PDN straps and rails:
Scale: 4 px per µm. Pins as bars on the die edge.
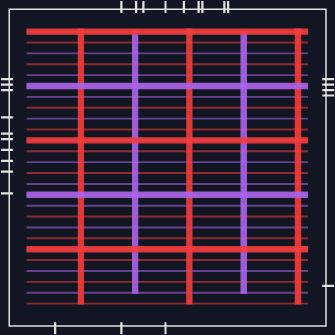
Clock nets:
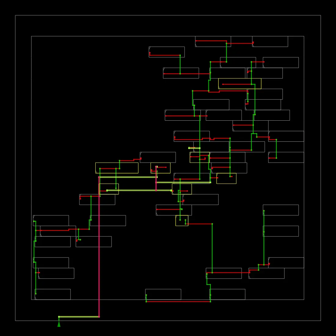
Local utilization:
Scale: 4 px per µm. 8 x 8 tiles, from black (low) to pale yellow (high), 0 to 100% covered.
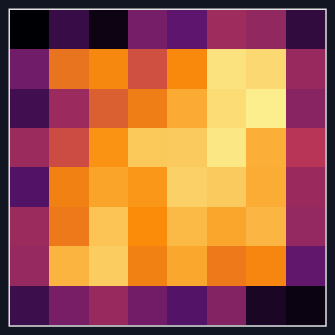
Sequential cells colored by netlist name:
Scale: 4 px per µm. Other sequential cells in the stronger gray, the rest of the logic in the fainter gray.
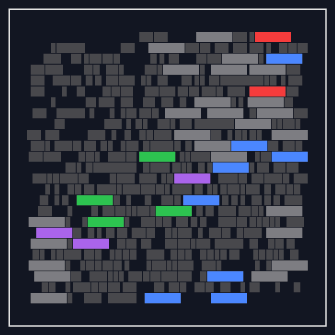
Met2 routing:
Scale: 4 px per µm.
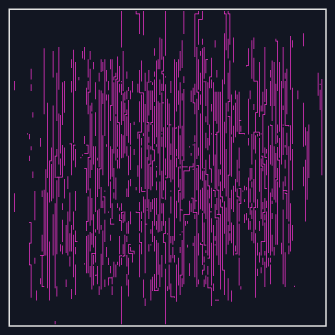
### src/rtl/seq_alu.sv
// seq_alu: registered multi-cycle ALU with start/ready handshake.
// add/sub/logic finish in one cycle; mul/div/mod iterate over N cycles.
module seq_alu #(
  parameter int N = 4
) (
  input  logic           clk,
  input  logic           rst_n,
  input  logic           start,
  input  logic [N-1:0]   a,
  input  logic [N-1:0]   b,
  input  logic [2:0]     op,
  output logic           ready,
  output logic           done,
  output logic [2*N-1:0] result,
  output logic           carry,
  output logic           zero,
  output logic           div_err
);

  localparam int CW = (N > 2) ? $clog2(N) : 1;

  localparam logic [2:0] OP_ADD = 3'd0;
  localparam logic [2:0] OP_SUB = 3'd1;
  localparam logic [2:0] OP_MUL = 3'd2;
  localparam logic [2:0] OP_DIV = 3'd3;
  localparam logic [2:0] OP_MOD = 3'd4;
  localparam logic [2:0] OP_AND = 3'd5;
  localparam logic [2:0] OP_OR  = 3'd6;
  localparam logic [2:0] OP_XOR = 3'd7;

  typedef enum logic [1:0] {
    S_IDLE,
    S_CALC,
    S_DONE
  } state_t;

  state_t         state_q, state_d;
  logic [2:0]     op_q, op_d;
  logic [N-1:0]   b_q, b_d;
  logic [CW-1:0]  cnt_q, cnt_d;
  logic [2*N-1:0] acc_q, acc_d;
  logic [2*N-1:0] x_q, x_d;
  logic [N-1:0]   y_q, y_d;
  logic [2*N-1:0] res_q, res_d;
  logic           carry_q, carry_d;
  logic           zero_q, zero_d;
  logic           err_q, err_d;

  logic [N:0]     sum, dif, rsh;
  logic           qbit;
  logic [N-1:0]   rem_n, quo_n;
  logic [2*N-1:0] prod_n;
  logic [2*N-1:0] fres;
  logic           fc, fe, slow;

  // acc holds the partial product (mul) or partial remainder (div/mod);
  // y holds the multiplier bits or the dividend shifting into quotient.
  always_comb begin
    sum    = {1'b0, a} + {1'b0, b};
    dif    = {1'b0, a} - {1'b0, b};
    rsh    = {acc_q[N-1:0], y_q[N-1]};
    qbit   = rsh >= {1'b0, b_q};
    rem_n  = qbit ? N'(rsh - {1'b0, b_q}) : rsh[N-1:0];
    quo_n  = {y_q[N-2:0], qbit};
    prod_n = acc_q + (y_q[0] ? x_q : '0);

    fres = '0;
    fc   = 1'b0;
    fe   = 1'b0;
    slow = 1'b0;
    unique case (op)
      OP_ADD: begin
        fres = {{N{1'b0}}, sum[N-1:0]};
        fc   = sum[N];
      end
      OP_SUB: begin
        fres = {{N{1'b0}}, dif[N-1:0]};
        fc   = dif[N];
      end
      OP_MUL: slow = 1'b1;
      OP_DIV: begin
        if (b == '0) begin
          fres = {{N{1'b0}}, {N{1'b1}}};
          fe   = 1'b1;
        end else begin
          slow = 1'b1;
        end
      end
      OP_MOD: begin
        if (b == '0) begin
          fres = {{N{1'b0}}, a};
          fe   = 1'b1;
        end else begin
          slow = 1'b1;
        end
      end
      OP_AND: fres = {{N{1'b0}}, a & b};
      OP_OR:  fres = {{N{1'b0}}, a | b};
      OP_XOR: fres = {{N{1'b0}}, a ^ b};
    endcase
  end

  always_comb begin
    state_d = state_q;
    op_d    = op_q;
    b_d     = b_q;
    cnt_d   = cnt_q;
    acc_d   = acc_q;
    x_d     = x_q;
    y_d     = y_q;
    res_d   = res_q;
    carry_d = carry_q;
    zero_d  = zero_q;
    err_d   = err_q;

    unique case (state_q)
      S_CALC: begin
        cnt_d = cnt_q + 1'b1;
        if (op_q == OP_MUL) begin
          acc_d = prod_n;
          x_d   = x_q << 1;
          y_d   = y_q >> 1;
        end else begin
          acc_d = {{N{1'b0}}, rem_n};
          y_d   = quo_n;
        end
        if (cnt_q == CW'(N-1)) begin
          state_d = S_DONE;
          carry_d = 1'b0;
          err_d   = 1'b0;
          unique case (1'b1)
            (op_q == OP_MUL): res_d = prod_n;
            (op_q == OP_DIV): res_d = {{N{1'b0}}, quo_n};
            default:          res_d = {{N{1'b0}}, rem_n};
          endcase
          zero_d = (res_d == '0);
        end
      end
      default: begin
        state_d = S_IDLE;
        if (start) begin
          op_d  = op;
          b_d   = b;
          cnt_d = '0;
          acc_d = '0;
          x_d   = {{N{1'b0}}, a};
          if (slow) begin
            state_d = S_CALC;
            y_d     = (op == OP_MUL) ? b : a;
          end else begin
            state_d = S_DONE;
            res_d   = fres;
            carry_d = fc;
            err_d   = fe;
            zero_d  = (fres == '0);
          end
        end
      end
    endcase
  end

  always_ff @(posedge clk or negedge rst_n) begin
    if (!rst_n) begin
      state_q <= S_IDLE;
      op_q    <= '0;
      b_q     <= '0;
      cnt_q   <= '0;
      acc_q   <= '0;
      x_q     <= '0;
      y_q     <= '0;
      res_q   <= '0;
      carry_q <= 1'b0;
      zero_q  <= 1'b0;
      err_q   <= 1'b0;
    end else begin
      state_q <= state_d;
      op_q    <= op_d;
      b_q     <= b_d;
      cnt_q   <= cnt_d;
      acc_q   <= acc_d;
      x_q     <= x_d;
      y_q     <= y_d;
      res_q   <= res_d;
      carry_q <= carry_d;
      zero_q  <= zero_d;
      err_q   <= err_d;
    end
  end

  assign ready   = (state_q != S_CALC);
  assign done    = (state_q == S_DONE);
  assign result  = res_q;
  assign carry   = carry_q;
  assign zero    = zero_q;
  assign div_err = err_q;

endmodule

### config.mk
export PLATFORM = sky130hd
export DESIGN_NAME = seq_alu
export DESIGN_NICKNAME = d
export VERILOG_FILES = /design/src/rtl/seq_alu.sv
export SDC_FILE = /design/constraint.sdc
export NUM_CORES = 1
export LEC_CHECK = 0
export CAP_MARGIN = 20
export CORE_MARGIN = 4
export CORE_UTILIZATION = 63
export DETAILED_ROUTE_END_ITERATION = 8
export MAX_ROUTING_LAYER = met4
export PLACE_DENSITY = 0.89
export SYNTH_ARGS = -nofsm -noshare
export SYNTH_HDL_FRONTEND = slang
export SYNTH_SLANG_ARGS = --single-unit
### constraint.sdc
create_clock -name clk -period 4.5 [get_ports clk]
set_input_delay 1.125 -clock clk [delete_from_list [all_inputs] [get_ports clk]]
set_output_delay 1.125 -clock clk [all_outputs]
set_load 0.05 [all_outputs]
==> summary.txt <==
Latest figures from synthesis and place and route.

The run finished with clean final reports. The chip area line of the yosys report is 3160 µm². Summing the sequential cell areas from Yosys gives 33.2% of the chip area. The most congested layer reported by global routing is met2.

The post-route non-filler standard cell count is 458. The synthesized netlist cell count is 370. For this run, the slowest stage of the critical path takes 510 ps. The most area-hungry cell type in the Yosys netlist is sky130_fd_sc_hd__dfrtp_1. The critical path required time is 4740 ps. By instance count after routing, the leading logic cell type is sky130_fd_sc_hd__nand2_1. The final worst-path cycle share is 79.8%. According to the I/O placement log, the pin count is 27. The timing report shows that the slowest cell on the worst path is sky130_fd_sc_hd__clkdlybuf4s50_1. The number of rows created at floorplan is 25. The script logs the ratio of routed vias to standard cells as 6.20. The number of setup buffers added after CTS is 0. The critical path goes through clkdlybuf4s50_1, inv_1, ha_1, fa_1, xor2_1, a221oi_1, o221a_2, or4bb_1, o31ai_1, a41o_1. Summed over all nets, wire length on met2 after detailed routing comes to 3940 µm. Post-CTS repair changed the size of 0 cells. Before placement the cells fill 66.1% of the core. The kind of capture point of the worst setup path is a flop. In the final layout, excluding clock buffers the buffer count is 30. The capture point of the worst path is zero. The post-route cell area is 3600 µm². The switching component of the power was reported as 948 µW.

The internal power is 1130 µW. TritonCTS built the clock tree. The maximum number of pins on one net before global-route repair is 43. The wire length the detailed router placed on met1 is 3650 µm. Counting flops with an async set or reset pin after synthesis yields a share of 100%.

The final weighted congestion of routability-driven global placement is 0.950. Counting flops with a built-in enable in the synthesized netlist gives 0. The area fraction of the dominant cell type after synthesis is 33.2%. The chip area is 6220 µm².

The setup slack of the worst register-to-register path is 1880 ps. Setup repair after global routing left no endpoint under its margin. 0 antenna diodes ended up in the layout. The residual antenna-violating net count after detailed routing is 0.

The startpoint of the worst setup timing path is a[0]. Hold timing on the final database bottoms out at a slack of 486 ps. The switching part of the total is 45.6%. Measured on the final layout, the clock distribution area share stands at 3.83%. The worst register-to-register path begins at y_q[0]. The total number of yosys warnings is 0. In this run the critical register-to-register path is captured at zero. The cell area reported after detailed placement is 3460 µm². The horizontal die dimension is 78.8 µm. The synthesized netlist occupies a cell area of 3160 µm².

Clock skew on the completed layout was measured at 13.7 ps. The max-slew headroom at the worst pin is 37.6%. Cells fill 75.1% of the core in the end. Each instance of the synthesized netlist takes up on average 8.55 µm². Across the VDD grid, the largest voltage drop is 0.000480 V.

The transition time recorded at the tightest slew-check pin is 936 ps. The main area contributors are sky130_fd_sc_hd__dfrtp_1 (33%), sky130_fd_sc_hd__ha_1 (9.5%), sky130_fd_sc_hd__nand2_1 (6.3%). Derived from the worst setup path, the maximum achievable clock frequency is 279 MHz. The routed design uses 457 µm of met3 wire.

Clock tree synthesis inserted a total of 5 buffers. Detailed placement ended at an HPWL of 6150 µm. In the final report, the number of endpoints failing setup comes to 0. The post-route netlist has 5.63% of its cells at a drive strength greater than 1. The post-synth register bit count is 42. Summing the areas of all compound-gate instances in the mapped netlist gives 21.6% of the synthesized area.

The core region is 4790 µm². The number of antenna violations at the first check in global routing is 0. Detailed routing inserted a total of 2840 vias. The analysis attributes to cell leakage a power of 0.00171 µW. The buffer cell driving the clock tree root is sky130_fd_sc_hd__clkbuf_8. The timing report attributes the biggest portion of critical-path delay to AND-OR/OR-AND gates. Hold-check failures listed in the final report amount to 0.

Per the post-synthesis report, the nets total 412. The non-clock buffering overhead in the final layout is 7.93%. The count of nets after finishing is 432. After detailed routing, no signal wire sits above met4. The hold buffer count at CTS is 0. The logic depth of the worst setup path including buffers is 10. The met3 layer usage reported by global route is 3.85%. The total global routing overflow is 0.

The number of fill cells in the layout is 369. The smallest clock period supported by the final layout is computed as 3590 ps. The flow reports that sequential cells draw 29.0% of the design power.

The number of cell instances on the worst register-to-register path is 9. The synthesis-to-finish area growth is 13.7%. The first routing iteration left 319 violations. The dominant power group in this design is combinational cells. The number of global-route vias before repair is 2819.

Setup slack on the critical path of the routed design comes to 911 ps. The tap cell count is 67. In the layout the commonest cells are sky130_fd_sc_hd__nand2_1 (53), sky130_fd_sc_hd__dfrtp_1 (42), sky130_fd_sc_hd__o21ai_0 (33), sky130_fd_sc_hd__clkdlybuf4s50_1 (25), sky130_fd_sc_hd__ha_1 (24). In this run, placement finished with an instance count of 450.

In the final layout, flip-flops and latches take up 29.2% of the cell area. The total of max-cap violations is 0. The simple-gate share of the synthesized area is 21.2%. In the synthesized netlist, mux cells make up 3.92% of the area. The worst path arrival time is 3830 ps.

The number of buffers and inverters on the critical path is 2. The count of warning messages emitted by the tools is 34. The count of buffers inserted at the top-level ports is 26. The remaining routing DRC violations is 0. Per the synth stats, the flop cell with the highest instance count is sky130_fd_sc_hd__dfrtp_1. Global routing consumed, on the met1 layer, 38.7% of the routing resources. Multi-input gates account for 54.6% of the area. The die span in y is 78.8 µm. The flow reports that combinational logic draws 53.6% of the design power.

The tightest min-delay check is of the flop to flop type. The largest non-sequential cell family by area is AND-OR/OR-AND gates. The H-tree depth is 2. The netlist uses 52 different library cells. For this sky-water flow run, the detailed-routed wirelength per cell is reported as 18.0 µm.
## Picture notes: 'PDN straps and rails'
- purple: VDD
- red: VSS
- met5 straps: 5
- met1 rails: 26
- met4 straps: 5
- rows: 25

## Picture notes: 'clock nets'
number of sinks driven by the clock tree: 42
layout clock buffer count: 5
sequential cell count: 42
clock-net power: 362 µW
clock latency on the worst-skew pair: 300 ps

## Picture notes: 'local utilization'
- densest ninth of the die: center
- emptiest ninth of the die: upper left
- tiles over 75% full: 34%
- mean over tiles: 56%
- nearly empty tiles: 1.6%
- fullest tile: 96%

## Picture notes: 'sequential cells colored by netlist name'
- purple: op_q (flops 3)
- blue: acc_q (flops 8)
- green: y_q (flops 4)
- red: state_q (flops 2)
- not colored: 25

## Picture notes: 'met2 routing'
- longest straight run: 45.2 µm
- wire length on this layer: 3940 µm

## worst min-delay path by stage
stage / startpoint / endpoint / slack, ps / cells after the start
after global placement: div_err / div_err / 460 / 2
after CTS: result[1] / result[1] / 490 / 1
after global routing: x_q[5] / x_q[6] / 520 / 2
final: result[1] / result[1] / 490 / 1
after detailed placement: result[1] / result[1] / 470 / 1
after floorplan: x_q[6] / x_q[7] / 450 / 2
## Yosys cell counts, drive strengths merged (5+ instances only)
cell     n
nand2   53
dfrtp   42
o21ai   34
ha      24
a21oi   23
nor2    22
inv     20
and2    12
nand3   10
nor3    10
clkbuf   9
mux2i    9
buf      8
nand3b   8
xor2     8
a211oi   7
a21o     6
nor2b    5
Power is estimated from default activity; no workload was simulated.
